==> config.mk <==
export PLATFORM = sky130hd
export DESIGN_NAME = axis_matvec_coproc
export DESIGN_NICKNAME = d
export VERILOG_FILES = /design/src/rtl/axis_coproc_pkg.sv /design/src/rtl/matvec_mac.sv /design/src/rtl/axis_matvec_coproc.sv
export SDC_FILE = /design/constraint.sdc
export NUM_CORES = 1
export LEC_CHECK = 0
export ABC_AREA = 1
export CAP_MARGIN = 20
export CORE_MARGIN = 3
export CORE_UTILIZATION = 30
export CTS_CLUSTER_DIAMETER = 100
export CTS_CLUSTER_SIZE = 40
export DETAILED_ROUTE_END_ITERATION = 16
export PLACE_DENSITY_LB_ADDON = 0.15
export SKIP_CTS_REPAIR_TIMING = 1
export SLEW_MARGIN = 20
export SYNTH_ARGS = -nofsm -noshare
export SYNTH_HDL_FRONTEND = slang
export SYNTH_SLANG_ARGS = --single-unit
==> constraint.sdc <==
create_clock -name ACLK -period 10.1 [get_ports ACLK]
set_input_delay 3.03 -clock ACLK [delete_from_list [all_inputs] [get_ports ACLK]]
set_output_delay 3.03 -clock ACLK [all_outputs]
set_load 0.01 [all_outputs]
==> src/rtl/axis_coproc_pkg.sv <==
// Shared types and sizing helpers for the AXI4-Stream matrix-vector coprocessor.
package axis_coproc_pkg;

    typedef enum logic [2:0] {
        ST_IDLE,
        ST_READ,
        ST_DRAIN,
        ST_COMPUTE,
        ST_WRITE
    } state_t;

    function automatic int unsigned clog2(input int unsigned v);
        int unsigned w;
        w = 0;
        while ((64'd1 << w) < 64'(v))
            w++;
        return w;
    endfunction

    // Index width for an n-entry buffer; never narrower than one bit.
    function automatic int unsigned idx_width(input int unsigned n);
        return (n < 2) ? 1 : clog2(n);
    endfunction

    function automatic int unsigned calc_nin(input int unsigned rows, input int unsigned cols);
        return rows * cols + cols;
    endfunction

    function automatic int unsigned calc_nout(input int unsigned rows);
        return rows;
    endfunction

endpackage

==> src/rtl/matvec_mac.sv <==
// Single multiply-accumulate lane: registered operands, wrap-around accumulator.
module matvec_mac #(
    parameter int unsigned DATA_WIDTH = 32,
    parameter int unsigned OP_WIDTH   = 16
) (
    input  logic                  clk,
    input  logic                  rst_n,
    input  logic                  en,
    input  logic                  clr,
    input  logic                  last,
    input  logic [OP_WIDTH-1:0]   a,
    input  logic [OP_WIDTH-1:0]   b,
    output logic [DATA_WIDTH-1:0] acc,
    output logic                  wr
);

    localparam int unsigned PW = (2 * OP_WIDTH > DATA_WIDTH) ? 2 * OP_WIDTH : DATA_WIDTH;

    logic [OP_WIDTH-1:0]   a_q, b_q;
    logic                  clr_q, last_q, vld_q;
    logic [DATA_WIDTH-1:0] acc_q;
    logic [PW-1:0]         prod_w;

    assign prod_w = PW'(a_q) * PW'(b_q);
    // acc is the running sum including the product currently held in the operand registers.
    assign acc    = (clr_q ? '0 : acc_q) + prod_w[DATA_WIDTH-1:0];
    assign wr     = vld_q && last_q;

    always_ff @(posedge clk or negedge rst_n) begin
        if (!rst_n) begin
            a_q    <= '0;
            b_q    <= '0;
            clr_q  <= 1'b0;
            last_q <= 1'b0;
            vld_q  <= 1'b0;
            acc_q  <= '0;
        end else begin
            vld_q <= en;
            if (en) begin
                a_q    <= a;
                b_q    <= b;
                clr_q  <= clr;
                last_q <= last;
            end
            if (vld_q)
                acc_q <= acc;
        end
    end

endmodule

==> src/rtl/axis_matvec_coproc.sv <==
// AXI4-Stream matrix-vector coprocessor: reads A then B, computes R = A*B with one MAC, streams R.
module axis_matvec_coproc
    import axis_coproc_pkg::*;
#(
    parameter int unsigned DATA_WIDTH = 32,
    parameter int unsigned OP_WIDTH   = 16,
    parameter int unsigned ROWS       = 2,
    parameter int unsigned COLS       = 2
) (
    input  logic                  ACLK,
    input  logic                  ARESETN,
    output logic                  S_AXIS_TREADY,
    input  logic [DATA_WIDTH-1:0] S_AXIS_TDATA,
    input  logic                  S_AXIS_TLAST,
    input  logic                  S_AXIS_TVALID,
    output logic                  M_AXIS_TVALID,
    output logic [DATA_WIDTH-1:0] M_AXIS_TDATA,
    output logic                  M_AXIS_TLAST,
    input  logic                  M_AXIS_TREADY,
    output logic                  ERR
);

    localparam int unsigned RC   = ROWS * COLS;
    localparam int unsigned NIN  = calc_nin(ROWS, COLS);
    localparam int unsigned NOUT = calc_nout(ROWS);
    localparam int unsigned CW   = clog2(NIN + 1);
    localparam int unsigned AW   = idx_width(RC);
    localparam int unsigned BW   = idx_width(COLS);
    localparam int unsigned RW   = idx_width(NOUT);

    state_t                state;
    logic [CW-1:0]         wcnt, cnt, col, wrow, kout, knext, bidx;
    logic                  accept, store;
    logic                  mac_en, mac_clr, mac_last, mac_wr;
    logic [OP_WIDTH-1:0]   op_a, op_b;
    logic [DATA_WIDTH-1:0] acc;

    logic [OP_WIDTH-1:0]   a_buf [RC];
    logic [OP_WIDTH-1:0]   b_buf [COLS];
    logic [DATA_WIDTH-1:0] r_buf [NOUT];

    generate
        if (DATA_WIDTH > OP_WIDTH) begin : g_hi_bits
            logic unused_hi;
            assign unused_hi = ^S_AXIS_TDATA[DATA_WIDTH-1:OP_WIDTH];
        end
    endgenerate

    assign accept   = S_AXIS_TVALID && S_AXIS_TREADY;
    assign store    = accept && (state == ST_IDLE || state == ST_READ);
    assign bidx     = wcnt - CW'(RC);
    assign knext    = kout + CW'(1);
    // cnt runs one step past RC so the last product can settle before WRITE.
    assign mac_en   = (state == ST_COMPUTE) && (cnt != CW'(RC));
    assign mac_clr  = (col == '0);
    assign mac_last = (col == CW'(COLS - 1));

    always_comb begin
        op_a = '0;
        op_b = '0;
        if (mac_en) begin
            op_a = a_buf[cnt[AW-1:0]];
            op_b = b_buf[col[BW-1:0]];
        end
    end

    matvec_mac #(
        .DATA_WIDTH(DATA_WIDTH),
        .OP_WIDTH  (OP_WIDTH)
    ) u_mac (
        .clk  (ACLK),
        .rst_n(ARESETN),
        .en   (mac_en),
        .clr  (mac_clr),
        .last (mac_last),
        .a    (op_a),
        .b    (op_b),
        .acc  (acc),
        .wr   (mac_wr)
    );

    always_ff @(posedge ACLK) begin
        if (store) begin
            if (wcnt < CW'(RC))
                a_buf[wcnt[AW-1:0]] <= S_AXIS_TDATA[OP_WIDTH-1:0];
            else
                b_buf[bidx[BW-1:0]] <= S_AXIS_TDATA[OP_WIDTH-1:0];
        end
        if (mac_wr)
            r_buf[wrow[RW-1:0]] <= acc;
    end

    always_ff @(posedge ACLK or negedge ARESETN) begin
        if (!ARESETN) begin
            state         <= ST_IDLE;
            S_AXIS_TREADY <= 1'b0;
            M_AXIS_TVALID <= 1'b0;
            M_AXIS_TDATA  <= '0;
            M_AXIS_TLAST  <= 1'b0;
            ERR           <= 1'b0;
            wcnt          <= '0;
            cnt           <= '0;
            col           <= '0;
            wrow          <= '0;
            kout          <= '0;
        end else begin
            if (mac_wr)
                wrow <= wrow + CW'(1);
            unique case (state)
                ST_IDLE, ST_READ: begin
                    S_AXIS_TREADY <= 1'b1;
                    if (accept) begin
                        if (state == ST_IDLE)
                            ERR <= 1'b0;
                        if (wcnt == CW'(NIN - 1)) begin
                            wcnt <= '0;
                            if (S_AXIS_TLAST) begin
                                state         <= ST_COMPUTE;
                                S_AXIS_TREADY <= 1'b0;
                                cnt           <= '0;
                                col           <= '0;
                                wrow          <= '0;
                            end else begin
                                ERR   <= 1'b1;
                                state <= ST_DRAIN;
                            end
                        end else if (S_AXIS_TLAST) begin
                            ERR   <= 1'b1;
                            wcnt  <= '0;
                            state <= ST_IDLE;
                        end else begin
                            wcnt  <= wcnt + CW'(1);
                            state <= ST_READ;
                        end
                    end
                end
                ST_DRAIN: begin
                    S_AXIS_TREADY <= 1'b1;
                    if (accept && S_AXIS_TLAST)
                        state <= ST_IDLE;
                end
                ST_COMPUTE: begin
                    if (cnt == CW'(RC)) begin
                        state         <= ST_WRITE;
                        M_AXIS_TVALID <= 1'b1;
                        // With a single row the result lands in r_buf on this same edge.
                        M_AXIS_TDATA  <= (NOUT == 1) ? acc : r_buf[0];
                        M_AXIS_TLAST  <= (NOUT == 1);
                        kout          <= '0;
                    end else begin
                        cnt <= cnt + CW'(1);
                        col <= (col == CW'(COLS - 1)) ? '0 : col + CW'(1);
                    end
                end
                ST_WRITE: begin
                    if (M_AXIS_TREADY) begin
                        if (M_AXIS_TLAST) begin
                            M_AXIS_TVALID <= 1'b0;
                            M_AXIS_TLAST  <= 1'b0;
                            S_AXIS_TREADY <= 1'b1;
                            state         <= ST_IDLE;
                        end else begin
                            kout         <= knext;
                            M_AXIS_TDATA <= r_buf[knext[RW-1:0]];
                            M_AXIS_TLAST <= (knext == CW'(NOUT - 1));
                        end
                    end
                end
                default: state <= ST_IDLE;
            endcase
        end
    end

endmodule

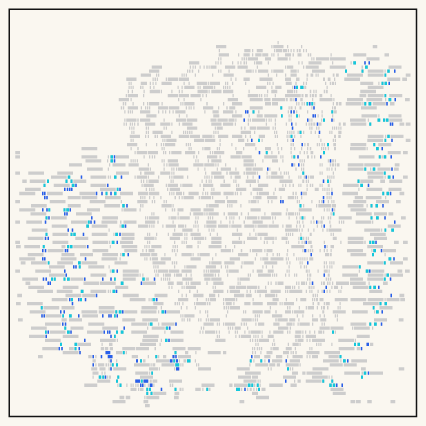
(gate-type map)
Scale: 1.5 px per um.
legend:
  blue:
    family: nor cells
    cells: 202
    most_used: nor2_1
  cyan:
    family: aoi and oai cells
    cells: 182
    most_used: o21ai_0
    where: spread over the die

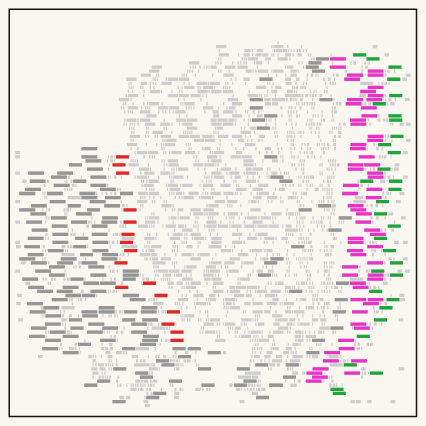
(where the registers sit)
Scale: 1.5 px per um. Other sequential cells in the stronger gray, the rest of the logic in the fainter gray.
legend:
  red:
    netlist_name: u_mac.b_q
    placed_flops: 16
  green:
    netlist_name: M_AXIS_TDATA
    placed_flops: 32
    where: a vertical strip on the right
  magenta:
    netlist_name: r_buf
    placed_flops: 64
    where: a vertical strip on the right
not colored: 167

==> impl_metrics.ini <==
; flow metrics
[synth]
ys_area_sq_um = 21000
postSynthCellCount = 2401
top_cells_by_count = nand2_1, inv_1, fa_1
ys_types = 39
mux_share_pct = 0
synthAoiAreaFrac_pct = 4.83
xor_share_pct = 0.709
synth_warnings = 0
edf_count = 160
area_leaders = edfxtp_1, fa_1, dfrtp_1
syn-cell-area_sq_um = 21000
adder_share_pct = 28.0
post-synth-top-count-cell = nand2_1
ys.flops = 279
logic_family = adder cells
syn_nets = 2773
simple_gate_area_share_pct = 17.0

[cells_and_area]
most-common-layout-cells = nand2_1, inv_1, fa_1
nFillCells = 7266
syn2layout_area_growth_pct = 9.43
inverters = 572
insertedDiodeCount = 0
comb_area_share_pct = 46.2
flop-count = 279
seq_share_pct = 33.9
largest_class = logic gates
comb_cells = 1439
nonClockBufferCount = 72
final_nets = 2751
final-clk-cell-share_pct = 2.55
regArea_sq_um = 7780

[global_route]
grt_max_degree = 69
grt_pass1_vias = 15000
grt_pass1_wl_um = 84200
antenna_found_initial = 0
use_met3_pct = 1.49
overflow = 0
use_met2_pct = 22.7
grt.total_usage_pct = 14.2

[worst_setup_path]
r2r-end = r_buf[0][28]
end_kind = flip-flop
r2r_start = u_mac.a_q[10]
crit_path_start_kind = flip-flop
cp_data_required_time_ps = 10410
critical_path.max_fanout = 17
crit_end = r_buf[0][28]
critPathKind = flip-flop to flip-flop
reg2reg_depth = 19
r2r_slack_ps = 3920

[timing]
fmax_mhz = 162
rsz0062_at_grt = false
hold_viol = 0
finalSetupViolations = 0
fin_crit_ps = 6180
finalSetupTns_ps = 0
drv_slew = 0

[drt]
wl_um = 50300
ant_nets = 0
wl_met1_um = 25600
via_count = 14300
wl_met2_um = 22200
drtIter0Drc = 829
drc = 0
drt-pass1-iter-count = 5
wl_met3_um = 1480
top_layer = met4

[flow_run]
maxCapViolCount = 0

[floorplanning]
die_x_um = 271
rows = 96
fp_util_pct = 30.5
coreArea_sq_um = 68900

[place]
io_buffer_count = 56
dp_cells = 3293
place_ws_ps = 3890

[worst_hold_path]
hold_depth = 2
min_to = u_mac.acc_q[3]
hp-start = u_mac.acc_q[3]

[clock_tree]
cts_tree = done
htree_levels = 1

[status]
status = complete, no violations
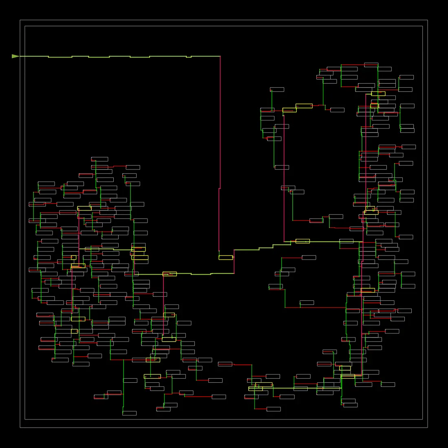
(the clock network)
clk ins delay skew pair: 550 ps
skew final: 58.7 ps
CTS Sinks: 279
total CTS buffers: 15

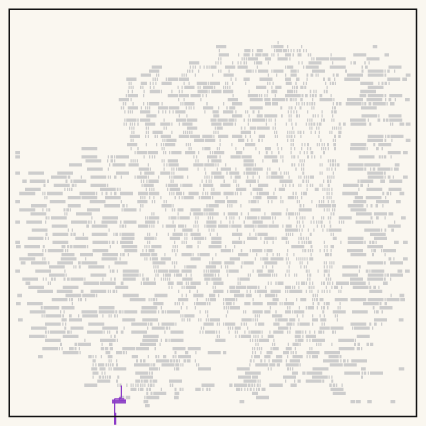
(I/O nets highlighted)
Scale: 1.5 px per um.
legend:
  purple:
    port: ERR
    bits: 1
    direction: output
    edge: bottom
    end_cells: 1
    buffers: 1
    wire: 33.3 um

[worst max-delay path: stages (launching register included)]
cell and delay [ps]:
dfrtp_1 940, nand2_1 180, fa_1 550, fa_1 580, fa_1 450, fa_1 550
inv_1 50, fa_1 470, inv_1 50, fa_1 480, inv_1 40, ha_1 380
nand2_1 130, nor2_1 270, nand3_1 120, nand3_1 240, nand2_1 160, nand2_1 90
nand2_1 60, and2_1 160
[metrics by stage]
step                hold WS (ps)  instance area, sq um
floorplan                    442                 21000
CTS                          499                 23000
detailed placement           467                 22400
finish                       498                 23000
global placement             468                 22400
global route                 511                 23000
